$ cat src/rtl/chimera_cluster_pwr_seq.sv
// Shared power sequencer for the external accelerator clusters.
// Serves one cluster at a time, picked round-robin from the clusters whose requested
// state differs from their current state. Power-up order is clock, reset release, then
// de-isolation. Power-down order is isolation, a wait for the drain ack, reset, then clock stop.
module chimera_cluster_pwr_seq #(
    parameter int unsigned NumClusters     = 5,
    parameter int unsigned ClkSettleCycles = 4,
    parameter int unsigned RstRelCycles    = 8
) (
    input  logic                   clk_i,
    input  logic                   rst_i,
    input  logic [NumClusters-1:0] cluster_en_i,
    input  logic [NumClusters-1:0] isolated_i,
    output logic [NumClusters-1:0] clk_en_o,
    output logic [NumClusters-1:0] rst_o,
    output logic [NumClusters-1:0] isolate_o,
    output logic [NumClusters-1:0] ready_o,
    output logic                   busy_o
);

    localparam int unsigned MaxCycles = (ClkSettleCycles > RstRelCycles) ?
                                        ClkSettleCycles : RstRelCycles;
    localparam int unsigned CntW = $clog2(MaxCycles) + 1;
    localparam int unsigned SelW = (NumClusters > 1) ? $clog2(NumClusters) : 1;

    localparam logic [CntW-1:0] ClkLoad  = CntW'(ClkSettleCycles - 1);
    localparam logic [CntW-1:0] RstLoad  = CntW'(RstRelCycles - 1);
    localparam logic [SelW-1:0] LastInit = SelW'(NumClusters - 1);

    typedef enum logic [2:0] {
        StIdle,
        StUpClk,
        StUpRst,
        StUpDone,
        StDnIso,
        StDnRst,
        StDnClk
    } state_e;

    state_e                 state_q, state_d;
    logic [CntW-1:0]        cnt_q, cnt_d;
    logic [SelW-1:0]        sel_q, sel_d;
    logic [SelW-1:0]        last_q, last_d;
    logic [NumClusters-1:0] clk_en_q, clk_en_d;
    logic [NumClusters-1:0] rst_q, rst_d;
    logic [NumClusters-1:0] iso_q, iso_d;
    logic [NumClusters-1:0] ready_q, ready_d;
    logic                   busy_q, busy_d;

    logic [NumClusters-1:0] pending;
    logic [SelW-1:0]        idx;
    logic [SelW-1:0]        grant;
    logic                   grant_vld;

    // Round-robin pick: first pending cluster strictly after the last one granted.
    always_comb begin
        pending   = cluster_en_i ^ ready_q;
        idx       = '0;
        grant     = '0;
        grant_vld = 1'b0;
        for (int unsigned k = 1; k <= NumClusters; k++) begin
            idx = SelW'((32'(last_q) + k) % NumClusters);
            if (!grant_vld && pending[idx]) begin
                grant_vld = 1'b1;
                grant     = idx;
            end
        end
    end

    // Next state and next per-cluster outputs; only the selected cluster's bits move.
    always_comb begin
        state_d  = state_q;
        cnt_d    = cnt_q;
        sel_d    = sel_q;
        last_d   = last_q;
        clk_en_d = clk_en_q;
        rst_d    = rst_q;
        iso_d    = iso_q;
        ready_d  = ready_q;
        unique case (state_q)
            StIdle: begin
                if (grant_vld) begin
                    sel_d  = grant;
                    last_d = grant;
                    if (ready_q[grant]) begin
                        state_d        = StDnIso;
                        iso_d[grant]   = 1'b1;
                        ready_d[grant] = 1'b0;
                    end else begin
                        state_d         = StUpClk;
                        clk_en_d[grant] = 1'b1;
                        rst_d[grant]    = 1'b1;
                        cnt_d           = ClkLoad;
                    end
                end
            end
            StUpClk: begin
                if (cnt_q == '0) begin
                    state_d      = StUpRst;
                    rst_d[sel_q] = 1'b0;
                    iso_d[sel_q] = 1'b1;
                    cnt_d        = RstLoad;
                end else begin
                    cnt_d = cnt_q - 1'b1;
                end
            end
            StUpRst: begin
                if (cnt_q == '0) begin
                    state_d        = StUpDone;
                    iso_d[sel_q]   = 1'b0;
                    ready_d[sel_q] = 1'b1;
                end else begin
                    cnt_d = cnt_q - 1'b1;
                end
            end
            StUpDone: state_d = StIdle;
            StDnIso: begin
                // No timeout: the cluster must drain before its reset can be asserted.
                if (isolated_i[sel_q]) begin
                    state_d      = StDnRst;
                    rst_d[sel_q] = 1'b1;
                    cnt_d        = ClkLoad;
                end
            end
            StDnRst: begin
                if (cnt_q == '0) begin
                    state_d         = StDnClk;
                    clk_en_d[sel_q] = 1'b0;
                end else begin
                    cnt_d = cnt_q - 1'b1;
                end
            end
            StDnClk: state_d = StIdle;
            default: state_d = StIdle;
        endcase
        busy_d = (state_d != StIdle);
    end

    // State and registered outputs, asynchronously forced to the safe off state.
    always_ff @(posedge clk_i or posedge rst_i) begin
        if (rst_i) begin
            state_q  <= StIdle;
            cnt_q    <= '0;
            sel_q    <= '0;
            last_q   <= LastInit;
            clk_en_q <= '0;
            rst_q    <= '1;
            iso_q    <= '1;
            ready_q  <= '0;
            busy_q   <= 1'b0;
        end else begin
            state_q  <= state_d;
            cnt_q    <= cnt_d;
            sel_q    <= sel_d;
            last_q   <= last_d;
            clk_en_q <= clk_en_d;
            rst_q    <= rst_d;
            iso_q    <= iso_d;
            ready_q  <= ready_d;
            busy_q   <= busy_d;
        end
    end

    assign clk_en_o  = clk_en_q;
    assign rst_o     = rst_q;
    assign isolate_o = iso_q;
    assign ready_o   = ready_q;
    assign busy_o    = busy_q;

endmodule

$ cat config.mk
export PLATFORM = sky130hd
export DESIGN_NAME = chimera_cluster_pwr_seq
export DESIGN_NICKNAME = d
export VERILOG_FILES = /design/src/rtl/chimera_cluster_pwr_seq.sv
export SDC_FILE = /design/constraint.sdc
export NUM_CORES = 1
export LEC_CHECK = 0
export CORE_AREA = 2 2 89 91
export DETAILED_ROUTE_END_ITERATION = 7
export DIE_AREA = 0 0 91 93
export GPL_TIMING_DRIVEN = 0
export PLACE_DENSITY = 0.78
export SLEW_MARGIN = 25
export SYNTH_ARGS = -nofsm -noshare
export SYNTH_HDL_FRONTEND = slang
export SYNTH_SLANG_ARGS = --single-unit
$ cat constraint.sdc
create_clock -name clk_i -period 5.5 [get_ports clk_i]
set_clock_uncertainty 0.2 [all_clocks]
set_input_delay 1.1 -clock clk_i [delete_from_list [all_inputs] [get_ports clk_i]]
set_output_delay 1.1 -clock clk_i [all_outputs]
set_load 0.02 [all_outputs]
==> qor.log, run 1 <==
qor: floorplanning.die_area 8460 µm²
qor: layout.final_area 5200 µm²
qor: sta.finalWorstSetupSlack -111 ps
qor: critical_path.critical_path_class reg -> reg
qor: grt.number_of_global_route_vias_before_repair 4,286
qor: synth.top_cell_area_share 13.3%
qor: min_path.hold_depth 2
qor: grt.pin_count_of_the_biggest_net_entering_global_routing 33
qor: synth.post_synth_ao_oa_area_fraction 34.5%
qor: critical_path.cp-start-kind flop
qor: layout.final_layout_top_logic_cells 48 x nand2_1, 40 x buf_4, 32 x clkdlybuf4s50_1
qor: floorplanning.die.size.y 93 µm
qor: floorplanning.placeableCoreArea 7530 µm²
qor: min_path.worstHoldPathType reg -> reg
qor: floorplanning.top_level_ports 33
qor: synth.async_s_r_ff_share_synth 100%
qor: layout.final_common_cell nand2_1
qor: synth.synth_simple_gate_area_share 21.4%
qor: run_status.failed_checks setup timing
qor: critical_path.path_buffers 7
qor: run_status.run_status finished with violations
qor: cts.cts_sinks 32
qor: sta.rsz0062_at_grt yes
qor: cts.worstSkewPairLatency 290 ps
qor: cts.cts_htree_levels 2
qor: placement.post-place-ws -824 ps
qor: synth.synthesized_area_per_cell 7.99 µm²
qor: cts.ctsRootBufferMaster clkbuf_8
qor: synth.syn-num-nets 532
qor: min_path.hold_path_end rst_o[1]
qor: critical_path.worst_ep_required_time 5470 ps
qor: sta.finalHoldViolCount 0
qor: routing.dr.first_iter.drc_count 323
qor: layout.areaGrowthSynthToFinish 31.6%
qor: sta.finalSetupViolations 8
qor: sta.tightest_slew 819 ps
qor: grt.globalRoute.totalOverflow 0
qor: routing.first_pass_iters 5
qor: sta.worst_slew_margin_relative_to_its_limit 45.0%
qor: critical_path.regToRegSetupSlack -110 ps
qor: critical_path.critical_path.endpoint_type flop
qor: critical_path.crit_path_top_delay_cell dfstp_2
## run 1: per-layer routing
metal / track usage (%) / up-vias / routed length [µm]
li1: - / 2024 / -
met3: 2.66 / 54 / 866
met4: 14.6 / 0 / 604
met5: 0 / - / 0
met2: 57.3 / 235 / 6770
met1: 35.0 / 2097 / 5010
## run 1: Yosys cell counts (7+ instances only)
cell type  number
clkbuf_1       15
ha_1           25
a211oi_1        7
inv_1          26
mux2i_1         7
nor2_1         32
nand3_1        10
and2_1          9
xnor2_1        11
o211ai_1        9
dfrtp_1        21
dfstp_2        11
a31oi_1         8
buf_2           8
nor3_1         14
nand2b_1        7
nor4_1          7
o21ai_1         9
a21o_1          9
nand2_1        50
and3_1          7
o2bb2ai_1      10
a21oi_1        30
o21ai_0        30
o31ai_1         7
## run 1: stage by stage
step,instances,hold WS [ps]
2_1_floorplan,495,278
3_3_place_gp,629,292
3_5_place_dp,629,292
4_1_cts,661,309
5_1_grt,676,344
6_report,676,312
## run 1: worst max path at each step
| stage | to | slack, ps | depth (start not counted) |
|---|---|---|---|
| floorplan | cnt_q[0] | 20 | 21 |
| global placement | cnt_q[2] | -780 | 22 |
| detailed placement | rst_o[4] | -820 | 22 |
| CTS | cnt_q[2] | -120 | 25 |
| global route | cnt_q[1] | -280 | 24 |
| finish | cnt_q[2] | -110 | 25 |
## run 1: state kept, by name (all words and copies together), names as in the netlist
name	flops
busy_o	1
clk_en_o	5
cnt_q	4
isolate_o	5
last_q	3
ready_o	5
rst_o	5
sel_q	1
state_q	3
## run 1: kinds of logic after synthesis
family                     after synthesis
and+or+nand+nor                        165
xor gates and xnor gates                17
adders and majority gates               25
buffers and inverters                   56
DFF                                     32
AOI/OAI and AO/OA                      185
muxes                                   15
## run 1: final cells by class
| type | instances | area, µm² |
|---|---|---|
| clock buffer | 7 | 96.3 |
| inverter | 29 | 129 |
| clock inverter | 1 | 30.0 |
| fill | 616 | 2330 |
| timing repair buffer | 74 | 659 |
| buffer | 23 | 143 |
| multi-input combinational | 408 | 3200 |
| tap | 102 | 128 |
| sequential | 32 | 817 |
## run 1: worst min-delay path, cell delays in order, from the launching register on
cell and delay [ps]:
dfstp_2 370, o21ai_0 60, o31ai_1 70
## run 1: timing repair
action                     CTS  global route
cloned                       1             0
hold buffers                 0             0
setup buffers               23            20
gates resized               38            38
setup endpoints to repair   30            29
pin swaps                   17            29
Run 1, wiring by layer:
The bar under the picture is 20 µm long. Only two layers are drawn.
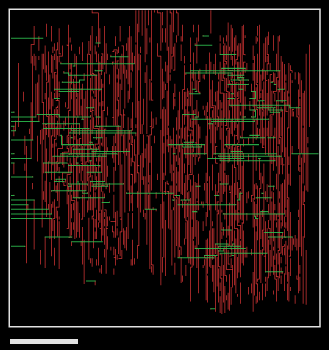
Key: red = met2 [wire length 6,770 µm]; green = met3 [wire length 867 µm]

Run 1, sequential cells grouped by signal name:
The bar under the picture is 20 µm long. Other sequential cells in the stronger grey, the rest of the logic in the fainter grey.
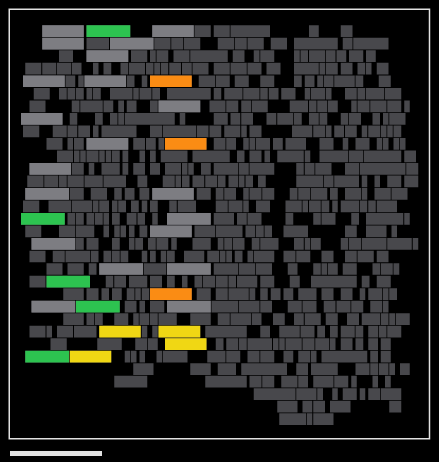
Key: green = rst_o [sequential cells 5]; orange = state_q [sequential cells 3]; yellow = cnt_q [sequential cells 4]
Another 20 sequential cells are not coloured.

Run 1, congestion heat map:
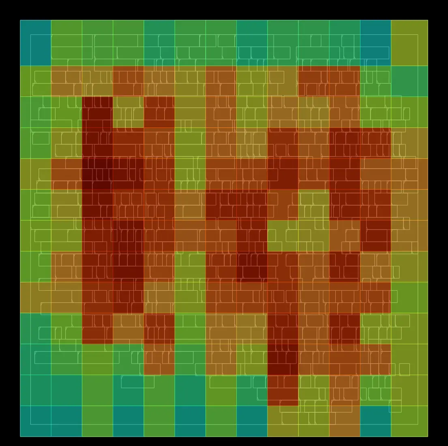
GR met2 Demand/Resource: 57.3%
average wire per standard cell: 19.6 µm
global-route usage over all layers: 30.6%
core utilization of the finished layout: 69.1%
met1 usage: 35.0%

Run 1, placement by cell class:
The bar under the picture is 20 µm long. Fill, decap, tap and diode cells in grey.
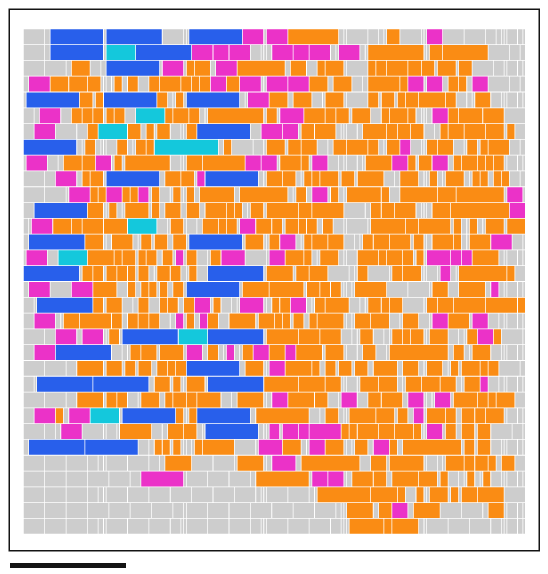

==> run 1 -> run 2 <==
CORE_AREA = 2 2 114 61   (was 2 2 89 91)
DIE_AREA = 0 0 116 63   (was 0 0 91 93)
PLACE_DENSITY = 0.87   (was 0.78)
TNS_END_PERCENT = 30   (was default)
clock period = 7.13 ns   (was 5.5 ns; I/O delays follow)
Run 2, placement by cell class:
The bar under the picture is 20 µm long. Fill, decap, tap and diode cells in grey.
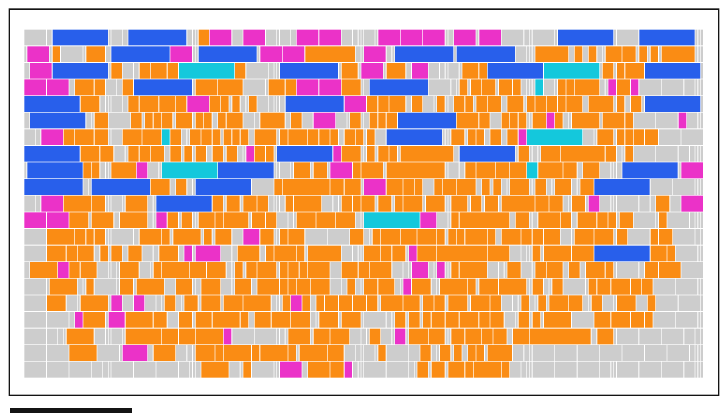
Key: cyan = clock drivers and dummy loads [cells 8, share of their area 3.1%]; magenta = other buffers and delay cells [cells 61, share of their area 11%]; blue = flip-flops [cells 32, share of their area 18%]; orange = all other logic [cells 436, share of their area 68%]

==> run 2 against run 1 <==
Effect of this change:
- the flow now finishes without violations
- highest routed layer unchanged
- critical path depth is 2 lower
- critical path type unchanged
- global-route usage increased by 6.4 points
- non-clock buffer count decreased by 36
- flip-flop count stayed put
- hold slack got worse by 45 ps
- area after synthesis did not move
- cell area is 12% lower
- die area down 14%
==> qor.log, run 2 <==
qor: run_status.run_status finished, final reports clean
qor: routing.detail_route.wl_per_cell 20.7 µm [+5.7%]
qor: placement.post-place-ws -231 ps [+594 ps]
qor: synth.async_s_r_ff_share_synth 100% [unchanged]
qor: cts.cts_htree_levels 2 [unchanged]
qor: layout.final_layout_top_logic_cells 50 x nand2_1, 32 x nor2_1, 32 x clkdlybuf4s50_1
qor: synth.top_cell_area_share 13.3% [unchanged]
qor: grt.globalRoute.totalOverflow 0 [unchanged]
qor: grt.number_of_global_route_vias_before_repair 4,031 [-5.9%]
qor: critical_path.regToRegSetupSlack 290 ps [+400 ps]
qor: synth.most_numerous_cell_types_in_the_synthesized_netlist 50 x nand2_1, 32 x nor2_1, 30 x a21oi_1, 30 x o21ai_0, 26 x inv_1
qor: layout.final_common_cell nand2_1
qor: grt.grt.met3_usage 17.5% [+15 points]
qor: synth.syn-num-nets 532 [unchanged]
qor: synth.post_synth_ao_oa_area_fraction 34.5% [unchanged]
qor: cts.ctsRootBufferMaster clkbuf_16
qor: routing.first_pass_iters 6 [+1]
qor: synth.synth_simple_gate_area_share 21.4% [unchanged]
qor: layout.sequential_cell_area 816 µm² [-0.15%]
qor: layout.logic_area 2900 µm² [-9.2%]
qor: grt.gr-usage-met2 48.8% [-8.5 points]
qor: grt.grt_usage 36.9% [+6.4 points]
qor: sta.finalSetupViolations 0 [-8]
qor: synth.synthesized_area_per_cell 7.99 µm² [unchanged]
qor: grt.top_usage_layer met1
qor: critical_path.critical_path.endpoint_type flop
qor: critical_path.cp-start-kind flop
qor: critical_path.worst_ep_required_time 7080 ps [+1610 ps]
qor: synth.post-synth-top-count-cell nand2_1
qor: layout.fillerInstances 507 [-18%]
Run 2, local utilization:
The die is cut into 12 by 6 equal tiles; black is low, pale yellow is high, 0 to 100% covered.
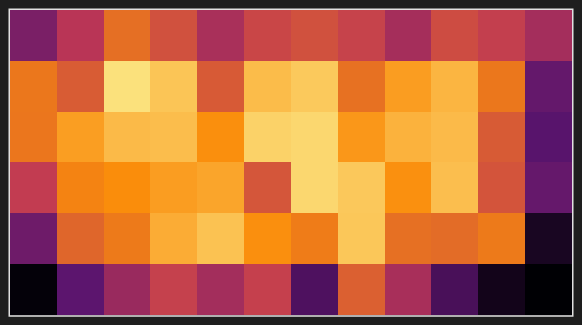
The mean over all tiles is 61%. The fullest tile reaches 94%. The densest ninth of the die: centre. 36% of the tiles are over 75% full. The emptiest ninth of the die: south-east. 2.8% of the tiles are nearly empty.

## run 2: netlist changes by cell type in the layout (fill, tap and decap cells not counted), sizes merged
cell / before / now
buf: 53 / 16
clkbuf: 19 / 20
bufinv: 1 / 0
clkinvlp: 0 / 1
nor2: 34 / 33
## run 2: kinds of logic after synthesis
kind of cell | count (synthesis)
AOI/OAI and AO/OA | 185
and+or+nand+nor | 165
buffers and inverters | 56
DFF | 32
adders and majority gates | 25
xor gates and xnor gates | 17
muxes | 15
## run 2: critical path: stages, from the launching register on
cell and delay, ps:
dfrtp_2 520, buf_2 320, clkinvlp_4 210, ha_1 360
ha_1 250, or3_1 420, o2bb2ai_1 240, xnor2_1 370
ha_1 220, inv_1 50, a221o_1 320, o21a_1 190
buf_6 140, a211o_1 260, a311o_1 430, a211oi_2 270
nand4_1 280, a31o_1 330, o211ai_1 190, nand4b_4 250
a21boi_2 320, buf_2 260, o21ai_0 120, o2bb2ai_1 170
## run 2: worst paths after layout
path,to,depth (start not counted),start
worst min-delay path,rst_o[4],2,rst_o[4]
worst max register to register,clk_en_o[2],23,last_q[0]
min in group asynchronous,last_q[1],2,rst_i
worst max-delay path,clk_en_o[2],23,last_q[0]
worst min register to register,rst_o[4],2,rst_o[4]
max in group asynchronous,last_q[0],2,rst_i
## run 2: final cells by class
type	instances	share of cell area [%]
plain buffers	25	2.69
multi-input cells	407	63.7
repair buffers	36	7.69
clock buffers	7	2.91
well taps	92	2.53
clock inverters	1	0.110
flip-flops and latches	32	17.9
inverters	29	2.47
## run 2: per-layer routing
layer / up-vias / routed length (µm)
li1: 1948 / -
met1: 2034 / 5510
met2: 347 / 5070
met3: 42 / 2210
met4: 0 / 236
met5: - / 0
## run 2: per-stage QoR
stage | hold WS, ps | utilization [%] | cells | instance area (µm²)
after floorplan | 278 | - | 495 | 3950
after global placement | 263 | 69.0 | 619 | 4390
after detailed placement | 263 | 69.0 | 619 | 4390
after CTS | 271 | 71.1 | 625 | 4520
after global routing | 306 | 71.7 | 629 | 4560
final | 267 | 71.7 | 629 | 4560
## run 2: repair_timing
item	in CTS	in global routing
pin swaps	0	1
cloned	0	0
hold buffers	0	0
setup buffers	0	4
setup endpoints to repair	13	18
resized	0	3
Run 2, wiring by layer:
The bar under the picture is 20 µm long. Only two layers are drawn.
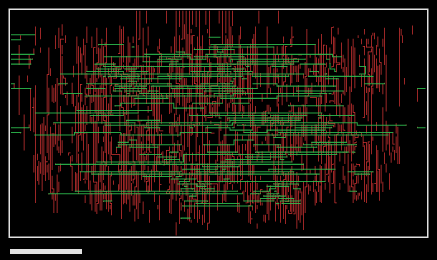

==> run 2 -> run 3 <==
CTS_BUF_LIST = sky130_fd_sc_hd__clkbuf_16   (was default)
SKIP_LAST_GASP = 1   (was default)
Run 3, wiring by layer:
The bar under the picture is 20 µm long. Only two layers are drawn.
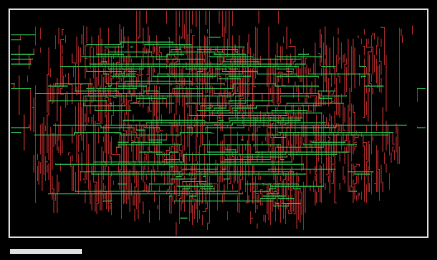
Key: red = met2 [wire length 5,130 µm]; green = met3 [wire length 2,190 µm]

==> run 3 against run 2 <==
Effect of this change:
- maximum frequency is 0.45% lower
- global-route usage did not move
- hold slack improved by 1.6 ps
- flip-flop count unchanged
- largest cell class unchanged
- via count increased by 1.2%
==> qor.log, run 3 <==
qor: sta.finalSetupViolations 0 [unchanged]
qor: critical_path.cp_top_family AND-OR/OR-AND gates
qor: layout.final_layout_top_logic_cells 50 x nand2_1, 32 x nor2_1, 32 x clkdlybuf4s50_1
qor: cts.ctsRootBufferMaster clkbuf_16
qor: synth.async_s_r_ff_share_synth 100% [unchanged]
qor: grt.globalRoute.totalOverflow 0 [unchanged]
qor: critical_path.crit_path_top_delay_cell dfrtp_2
qor: min_path.hp-start rst_o[4]
qor: critical_path.worst_ep_required_time 7080 ps [about the same]
qor: layout.stdcell_count 629 [unchanged]
qor: synth.syn-num-nets 532 [unchanged]
qor: run_status.run_status finished, final reports clean
qor: critical_path.critical_path.endpoint_type flop
qor: grt.number_of_global_route_vias_before_repair 4,031 [unchanged]
qor: critical_path.critPathMostFrequentCell ha_1
qor: grt.grt_pass1_wl 20.9 mm
qor: critical_path.crit-reg2reg-launch last_q[0]
qor: critical_path.cp-start-kind flop
qor: critical_path.path_buffers 5 [unchanged]
qor: placement.dp.cells 619 [unchanged]
qor: routing.first_pass_iters 6 [unchanged]
qor: layout.final_common_cell nand2_1
qor: cts.cts_htree_levels 2 [unchanged]
qor: critical_path.timing.critical_path.from last_q[0]
qor: synth.post-synth-top-count-cell nand2_1
qor: synth.most_numerous_cell_types_in_the_synthesized_netlist 50 x nand2_1, 32 x nor2_1, 30 x a21oi_1, 30 x o21ai_0, 26 x inv_1
Run 3, congestion heat map:
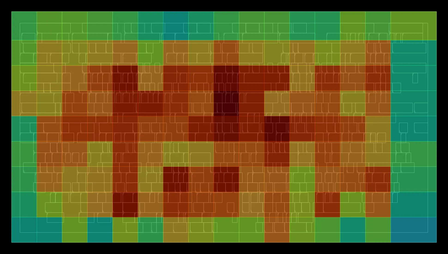
met3 usage in global routing: 17.5%
GR met2 Demand/Resource: 48.8%
core utilization of the finished layout: 71.7%
global-route usage over all layers: 36.9%
average wire per standard cell: 20.8 µm

run 3: netlist changes by cell type in the layout (fill, tap and decap cells not counted), sizes merged:
cell    change
clkbuf      -2
inv         +2
run 3: path summary, 6_finish.rpt:
path / end / slack [ps] / depth (start not counted)
worst max register to register: clk_en_o[2] / 250 / 23
worst min register to register: rst_o[4] / 270 / 2
worst min-delay path: rst_o[4] / 270 / 2
min in group asynchronous: last_q[1] / 1360 / 2
worst max-delay path: clk_en_o[2] / 250 / 23
max in group asynchronous: last_q[0] / 4890 / 2
run 3: timing repair:
| item | in CTS | in global routing |
|---|---|---|
| gates resized | 0 | 3 |
| buffers inserted | 0 | 4 |
| pin swaps | 0 | 1 |
| setup endpoints to repair | 13 | 18 |
| endpoints found under the hold margin | 0 | 0 |
run 3: cell families after synthesis:
kind of cell             count (synthesis)  share of synthesized area (%)
AND-OR/OR-AND                          185                           34.5
flip-flops                              32                           20.6
adder cells (fa/ha/maj)                 25                           7.91
XOR/XNOR                                17                           4.43
AND/OR/NAND/NOR                        165                           21.4
buffers and inverters                   56                           6.04
multiplexers                            15                           5.09
run 3: metrics by stage:
stage	instance area, µm²	hold WS (ps)
after floorplan	3950	278
after global placement	4390	263
after detailed placement	4390	263
after CTS	4520	271
after global routing	4560	306
final	4560	268
run 3: tightest hold or removal path, delay by kind of cell (launching register included):
kind | cells | cell delay [ps]
simple gates | 1 | 50
flops | 1 | 360
compound gates | 1 | 50
run 3: final cells by class:
type | count | area (µm²)
multi-input combinational | 407 | 2900
clock inverter | 3 | 12.5
clock buffer | 5 | 125
inverter | 29 | 113
fill | 507 | 1800
timing repair buffer | 36 | 350
tap | 92 | 115
sequential | 32 | 816
buffer | 25 | 123
run 3: metal layers:
layer	up-vias	global-route usage (%)	share of wire (%)
met5	-	0	0
met4	0	7.44	1.8
met3	37	17.5	17
met2	351	48.8	39
met1	2089	54.1	42
li1	1947	-	-
